==> run_1/density.png <==
Scale: 4 px per um. 9 x 9 tiles, from dark blue (low) to red (high), 0 to 100% covered.
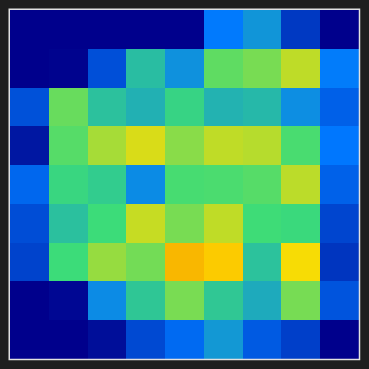
==> run_1/port_nets.png <==
Scale: 3 px per um.
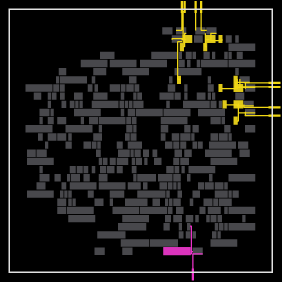
==> run_1/met1.png <==
Scale: 6 px per um. Supply wires on this layer in grey. Cells faint in the background.
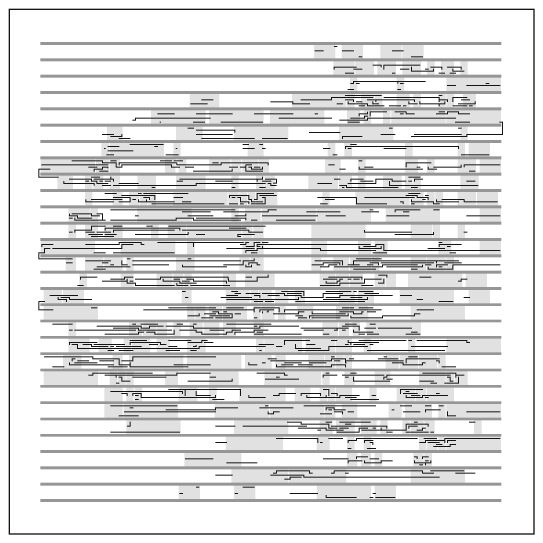
[src/rtl/ps2_host_tx.sv]
// PS/2 host-to-device transmitter.
// Inhibits the bus by holding the clock low, requests to send by adding data
// low, then shifts out start, 8 data bits (LSB first), odd parity and stop on
// device-generated clock falling edges. After the stop bit it samples the
// device ACK and waits for the bus to return to idle.
//
// Handshake: send is a one-cycle request. It is accepted only while the FSM
// is in IDLE and done is low. busy rises the cycle after acceptance and falls
// together with the one-cycle done pulse. ack_err is valid with done and is
// held until the next accepted send.
module ps2_host_tx #(
  parameter int INHIBIT_CYCLES = 12000,
  parameter int START_CYCLES   = 16,
  parameter int TIMEOUT_CYCLES = 200000
) (
  input  logic       clk,
  input  logic       rst_n,
  input  logic       send,
  input  logic [7:0] tx_data,
  input  logic       ps2clk_in,
  input  logic       ps2data_in,
  output logic       ps2clk_oe,
  output logic       ps2data_oe,
  output logic       busy,
  output logic       done,
  output logic       ack_err
);

  // One shared timer serves the inhibit, start and timeout intervals.
  localparam int MAX_A = (INHIBIT_CYCLES > START_CYCLES) ? INHIBIT_CYCLES : START_CYCLES;
  localparam int MAX_C = (MAX_A > TIMEOUT_CYCLES) ? MAX_A : TIMEOUT_CYCLES;
  localparam int TW    = $clog2(MAX_C + 1);

  localparam logic [TW-1:0] INH_LAST = TW'(INHIBIT_CYCLES - 1);
  localparam logic [TW-1:0] STA_LAST = TW'(START_CYCLES - 1);
  localparam logic [TW-1:0] TMO_LAST = TW'(TIMEOUT_CYCLES - 1);

  typedef enum logic [2:0] {
    S_IDLE      = 3'd0,
    S_INHIBIT   = 3'd1,
    S_START     = 3'd2,
    S_BITS      = 3'd3,
    S_ACK       = 3'd4,
    S_WAIT_IDLE = 3'd5
  } state_t;

  state_t        state_q, state_d;
  logic [TW-1:0] timer_q, timer_d;
  logic [3:0]    nedge_q, nedge_d;
  logic [8:0]    shift_q, shift_d;
  logic [2:0]    clk_sync_q, clk_sync_d;
  logic [1:0]    dat_sync_q, dat_sync_d;
  logic          clk_oe_q, clk_oe_d;
  logic          data_oe_q, data_oe_d;
  logic          busy_q, busy_d;
  logic          done_q, done_d;
  logic          ack_err_q, ack_err_d;

  logic          fall;
  logic          line_idle;
  logic          accept;
  logic          timeout;

  // Two-flop synchronizers; clk_sync_q[2] keeps the previous synchronized
  // clock so a falling edge is a 1 followed by a 0.
  always_comb begin
    clk_sync_d = {clk_sync_q[1:0], ps2clk_in};
    dat_sync_d = {dat_sync_q[0], ps2data_in};
  end

  assign fall      = clk_sync_q[2] & ~clk_sync_q[1];
  assign line_idle = clk_sync_q[1] & dat_sync_q[1];

  // State, datapath and output registers.
  always_ff @(posedge clk or negedge rst_n) begin
    if (!rst_n) begin
      state_q    <= S_IDLE;
      timer_q    <= '0;
      nedge_q    <= '0;
      shift_q    <= '0;
      clk_sync_q <= 3'b111;
      dat_sync_q <= 2'b11;
      clk_oe_q   <= 1'b0;
      data_oe_q  <= 1'b0;
      busy_q     <= 1'b0;
      done_q     <= 1'b0;
      ack_err_q  <= 1'b0;
    end else begin
      state_q    <= state_d;
      timer_q    <= timer_d;
      nedge_q    <= nedge_d;
      shift_q    <= shift_d;
      clk_sync_q <= clk_sync_d;
      dat_sync_q <= dat_sync_d;
      clk_oe_q   <= clk_oe_d;
      data_oe_q  <= data_oe_d;
      busy_q     <= busy_d;
      done_q     <= done_d;
      ack_err_q  <= ack_err_d;
    end
  end

  // Next state, timer, edge counter and shift register.
  always_comb begin
    state_d = state_q;
    timer_d = timer_q;
    nedge_d = nedge_q;
    shift_d = shift_q;
    accept  = 1'b0;
    timeout = 1'b0;
    case (state_q)
      S_IDLE: begin
        // done_q high means a transaction ended this cycle; refuse to restart.
        if (send && !done_q) begin
          accept  = 1'b1;
          shift_d = {~^tx_data, tx_data};
          timer_d = '0;
          nedge_d = '0;
          state_d = S_INHIBIT;
        end
      end
      S_INHIBIT: begin
        if (timer_q == INH_LAST) begin
          timer_d = '0;
          state_d = S_START;
        end else begin
          timer_d = timer_q + 1'b1;
        end
      end
      S_START: begin
        if (timer_q == STA_LAST) begin
          timer_d = '0;
          nedge_d = '0;
          state_d = S_BITS;
        end else begin
          timer_d = timer_q + 1'b1;
        end
      end
      S_BITS: begin
        if (fall) begin
          timer_d = '0;
          nedge_d = nedge_q + 1'b1;
          shift_d = {1'b0, shift_q[8:1]};
          // Tenth falling edge puts the stop bit out.
          if (nedge_q == 4'd9) state_d = S_ACK;
        end else if (timer_q == TMO_LAST) begin
          timeout = 1'b1;
          timer_d = '0;
          state_d = S_IDLE;
        end else begin
          timer_d = timer_q + 1'b1;
        end
      end
      S_ACK: begin
        if (fall) begin
          timer_d = '0;
          nedge_d = nedge_q + 1'b1;
          state_d = S_WAIT_IDLE;
        end else if (timer_q == TMO_LAST) begin
          timeout = 1'b1;
          timer_d = '0;
          state_d = S_IDLE;
        end else begin
          timer_d = timer_q + 1'b1;
        end
      end
      S_WAIT_IDLE: begin
        if (line_idle) begin
          timer_d = '0;
          state_d = S_IDLE;
        end else if (fall) begin
          timer_d = '0;
        end else if (timer_q == TMO_LAST) begin
          timeout = 1'b1;
          timer_d = '0;
          state_d = S_IDLE;
        end else begin
          timer_d = timer_q + 1'b1;
        end
      end
      default: begin
        timer_d = '0;
        state_d = S_IDLE;
      end
    endcase
  end

  // Registered outputs, computed from the upcoming state so they line up
  // with state_q and never glitch on the pads.
  always_comb begin
    clk_oe_d  = (state_d == S_INHIBIT) || (state_d == S_START);
    data_oe_d = data_oe_q;
    busy_d    = busy_q;
    done_d    = 1'b0;
    ack_err_d = ack_err_q;
    if (accept) begin
      busy_d    = 1'b1;
      ack_err_d = 1'b0;
    end
    // Request-to-send: data goes low together with the start interval.
    if (state_q == S_INHIBIT && state_d == S_START) data_oe_d = 1'b1;
    // Edges 1..9 present data bits then parity; edge 10 releases for stop.
    if (state_q == S_BITS && fall) data_oe_d = (nedge_q < 4'd9) ? ~shift_q[0] : 1'b0;
    if (state_q == S_ACK && fall) ack_err_d = dat_sync_q[1];
    if (timeout) ack_err_d = 1'b1;
    if (state_q != S_IDLE && state_d == S_IDLE) begin
      done_d    = 1'b1;
      busy_d    = 1'b0;
      data_oe_d = 1'b0;
    end
  end

  assign ps2clk_oe  = clk_oe_q;
  assign ps2data_oe = data_oe_q;
  assign busy       = busy_q;
  assign done       = done_q;
  assign ack_err    = ack_err_q;

endmodule
[config.mk]
export PLATFORM = sky130hd
export DESIGN_NAME = ps2_host_tx
export DESIGN_NICKNAME = d
export VERILOG_FILES = /design/src/rtl/ps2_host_tx.sv
export SDC_FILE = /design/constraint.sdc
export NUM_CORES = 1
export LEC_CHECK = 0
export ABC_CLOCK_PERIOD_IN_PS = 3300
export CAP_MARGIN = 20
export CORE_MARGIN = 5
export CORE_UTILIZATION = 41
export CTS_BUF_LIST = sky130_fd_sc_hd__clkbuf_4 sky130_fd_sc_hd__clkbuf_8
export CTS_CLUSTER_DIAMETER = 80
export CTS_CLUSTER_SIZE = 25
export DETAILED_ROUTE_END_ITERATION = 10
export GPL_ROUTABILITY_DRIVEN = 0
export GPL_TIMING_DRIVEN = 1
export RECOVER_POWER = 25
export SLEW_MARGIN = 20
export SYNTH_ARGS = -nofsm -noshare
export SYNTH_HDL_FRONTEND = slang
export SYNTH_SLANG_ARGS = --single-unit
export TNS_END_PERCENT = 30
[constraint.sdc]
create_clock -name clk -period 3.3 [get_ports clk]
set_input_delay 0.66 -clock clk [delete_from_list [all_inputs] [get_ports clk]]
set_output_delay 0.66 -clock clk [all_outputs]
set_load 0.05 [all_outputs]
==> qor.log, run 1 <==
qor: cells_and_area.layout.nonclk_buf_share 6.788%
qor: logic_synthesis.netlist.top_cell.by_instances sky130_fd_sc_hd__nand2_1
qor: logic_synthesis.syn_avg_cell_area 9.118 um2
qor: critical_path.worstRegToRegCells 7
qor: logic_synthesis.mux_share 1.229%
qor: logic_synthesis.synth_cell_types 52
qor: logic_synthesis.post_synthesis_cell_count_from_yosys 268
qor: run_status.run_status finished with violations
qor: critical_path.regToRegStartpoint timer_q[0]$_DFFE_PN0P_
qor: final_timing.tightestPinTransition 2.313 ns
qor: route.num_vias 1,941
qor: floorplan.die_h 87.20 um
qor: flow_run.max_cap_violation_count 1
qor: logic_synthesis.seq_area_frac_synth 45.31%
qor: global_route.grt_first_pass_wirelength 9128 um
qor: logic_synthesis.synth_chip_area 2444 um2
qor: critical_path.worst-r2r-setup-slack 0.57 ns
qor: critical_path.critical_path_arrival 2.92 ns
qor: final_timing.rsz0062_at_grt false
qor: route.detail_route.drc_violations 0
qor: logic_synthesis.postSynthRegisterBits 44
qor: floorplan.floorplan.initialDensity 41.77%
qor: critical_path.crit_end_category flip-flop
qor: route.detail_route.vias_per_cell 5.392
qor: floorplan.design.die.area 7604 um2
qor: final_timing.achievable-frequency 365.7 MHz
qor: power_and_ir_drop.intPower 0.0007544 W
qor: min_path.worst_hold_path_stage_count 0
qor: final_timing.fin_hold_ws 0.3556 ns
qor: cells_and_area.num-multi-input-gates 202
qor: run_status.failed_checks max-capacitance violations, max-slew violations
qor: clock_tree.cts_max_path_buffers 2
qor: cells_and_area.finish.net_count 301
qor: final_timing.timing_hold_violations_final 0
qor: cells_and_area.areaGrowthSynthToFinish 12.39%
qor: critical_path.crit_type reg2reg
qor: critical_path.timing.critical_path.fanout_max 17
qor: cells_and_area.combAreaFraction 44.42%
qor: power_and_ir_drop.switchingPower 0.0002027 W
qor: final_timing.maxSlewViolCount 45
qor: cells_and_area.ff_latch_area 1107 um2
qor: final_timing.final_period_minus_worst_setup_slack 2.735 ns
qor: logic_synthesis.syn_area 2444 um2
qor: global_route.grt_max_degree 45
qor: clock_tree.post_cts.repair.setup_buffers 0
qor: floorplan.core.rowCount 28
qor: cells_and_area.final_layout_top_logic_cell sky130_fd_sc_hd__nand2_1
qor: min_path.worst_hold_path_type reg2reg
qor: cells_and_area.n_all_inverters 11
## Picture notes: density.png
mean over tiles: 35%
emptiest ninth of the die: top left
tiles over 75% full: 2.5%

## Picture notes: port_nets.png
legend:
  yellow:
    port: tx_data
    direction: input
    end_cells: 12
    buffers: 8
    wire: 158 um
  magenta:
    port: ack_err
    direction: output
    end_cells: 1
    buffers: 1
    wire: 19.4 um

## Picture notes: met1.png
main direction: horizontal
wire length on this layer: 2,620 um

-- run 1: power by group through the flow --
| stage | combinational, W | clock (W) | sequential, W |
|---|---|---|---|
| after detailed placement | 0.0000491 | 0 | 0.000556 |
| after CTS | 0.0000496 | 0.000375 | 0.000546 |
| final | 0.0000477 | 0.000364 | 0.000545 |
| after global routing | 0.0000544 | 0.000402 | 0.000546 |
| after global placement | 0.0000493 | 0 | 0.000556 |
| after floorplan | 0.0000191 | 0 | 0.000556 |
-- run 1: metal layers --
layer	vias up	share of wire, %	global-route usage [%]	wire length, um
li1	971	-	-	-
met1	938	50	20.67	2617
met2	26	45	24.57	2347
met3	6	4.1	3.500	214
met4	0	1.2	4.603	65
met5	-	0	0	0
-- run 1: how the worst max path moves through the flow --
| stage | startpoint | to | depth (start not counted) |
|---|---|---|---|
| after CTS | timer_q[0]$_DFFE_PN0P_ | timer_q[5]$_DFFE_PN0P_ | 7 |
| after detailed placement | timer_q[0]$_DFFE_PN0P_ | timer_q[3]$_DFFE_PN0P_ | 7 |
| after global placement | send | nedge_q[3]$_DFFE_PN0P_ | 7 |
| after floorplan | timer_q[8]$_DFFE_PN0P_ | timer_q[7]$_DFFE_PN0P_ | 7 |
| after global routing | timer_q[0]$_DFFE_PN0P_ | timer_q[5]$_DFFE_PN0P_ | 7 |
| final | timer_q[0]$_DFFE_PN0P_ | timer_q[3]$_DFFE_PN0P_ | 7 |
-- run 1: state kept, by name (all words and copies together) (netlist names) --
register	flops
clk_sync_q	3
done	1
state_q	3
dat_sync_q	2
timer_q	18
ps2clk_oe	1
nedge_q	4
ps2data_oe	1
busy	1
ack_err	1
shift_q	9
==> inputs of run 2 (changes only) <==
Settings changed: ABC_CLOCK_PERIOD_IN_PS 3300 to 2420.
Clock period 3.3 ns to 2.42 ns, I/O delays scaled along.
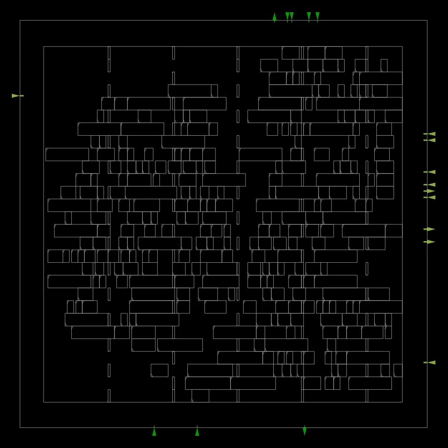
(run_2/final_placement.png)
total number of tap cells: 75
sequential portion of the cell area: 38.05%
number of cell rows: 28
number of fill cells: 561

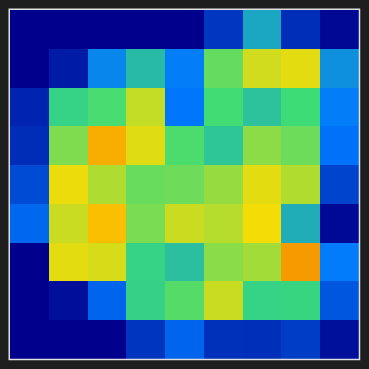
(run_2/density.png)
Scale: 4 px per um. 9 x 9 tiles, from dark blue (low) to red (high), 0 to 100% covered.
emptiest ninth of the die: top left
densest ninth of the die: middle
nearly empty tiles: 16%

==> qor.log, run 2 <==
qor: route.num_vias 2,011
qor: run_status.run_status completed
qor: logic_synthesis.synth_cell_types 52
qor: final_timing.maxSlewViolCount 0
qor: cells_and_area.combAreaFraction 42.48%
qor: final_timing.achievable-frequency 426.3 MHz
qor: cells_and_area.reg.largest.list timer_q (18), shift_q (9), nedge_q (4)
qor: critical_path.critical_path_arrival 2.52 ns
qor: cells_and_area.ff_latch_area 1107 um2
qor: final_timing.timing_hold_violations_final 0
qor: cells_and_area.areaGrowthSynthToFinish 19.10%
qor: cells_and_area.finish.net_count 317
qor: power_and_ir_drop.switchingPower 0.0002850 W
qor: final_timing.final_period_minus_worst_setup_slack 2.346 ns
qor: logic_synthesis.syn_area 2444 um2
qor: global_route.grt_max_degree 45
qor: clock_tree.post_cts.repair.setup_buffers 0
qor: floorplan.floorplan.initialDensity 41.77%
qor: cells_and_area.num-multi-input-gates 202
qor: logic_synthesis.postSynthRegisterBits 44
run 2: power by group through the flow:
stage	Combinational, W	Clock [W]	Sequential [W]
after floorplan	0.0000261	0	0.000758
after global placement	0.0000678	0	0.000758
after detailed placement	0.0000677	0	0.000759
after CTS	0.0000686	0.000631	0.000744
after global routing	0.0000727	0.000668	0.000744
final	0.0000653	0.000614	0.000744
run 2: layer usage:
layer | track usage [%] | vias up | part of all wire, %
met5 | 0 | - | 0
met4 | 5.021 | 0 | 1.4
met3 | 2.838 | 7 | 4.3
met2 | 25.88 | 42 | 48
met1 | 20.26 | 955 | 46
li1 | - | 1007 | -
run 2: path summary, 6_finish.rpt:
path / startpoint / endpoint / slack [ns]
hold / removal: dat_sync_q[0]$_DFF_PN1_ / dat_sync_q[1]$_DFF_PN1_ / 0.35
hold reg to reg: dat_sync_q[0]$_DFF_PN1_ / dat_sync_q[1]$_DFF_PN1_ / 0.35
max in group asynchronous: rst_n / timer_q[1]$_DFFE_PN0P_ / 1.30
setup reg to reg: timer_q[8]$_DFFE_PN0P_ / timer_q[5]$_DFFE_PN0P_ / 0.07
min in group asynchronous: rst_n / nedge_q[1]$_DFFE_PN0P_ / 0.45
setup / recovery: timer_q[8]$_DFFE_PN0P_ / timer_q[5]$_DFFE_PN0P_ / 0.07
run 2: critical path: cells and delay by family, from the launching register on:
kind | cells | cell delay (ns)
AND-OR/OR-AND | 3 | 0.58
flip-flops | 1 | 0.38
AND/OR/NAND/NOR | 3 | 1.26
run 2: kinds of logic (layout without fill, tap and decap cells):
kind of cell    Yosys count  after routing  synth area share [%]
simple gates            124            124                 25.60
compound gates           56             56                 15.67
flops                    44             44                 45.32
buf+inv                  22             55                 4.761
xor+xnor                 15             15                 5.376
fa+ha+maj                 4              4                 2.048
mux                       3              3                 1.229
No activity file was given, so power comes from the tool's default toggle rates.
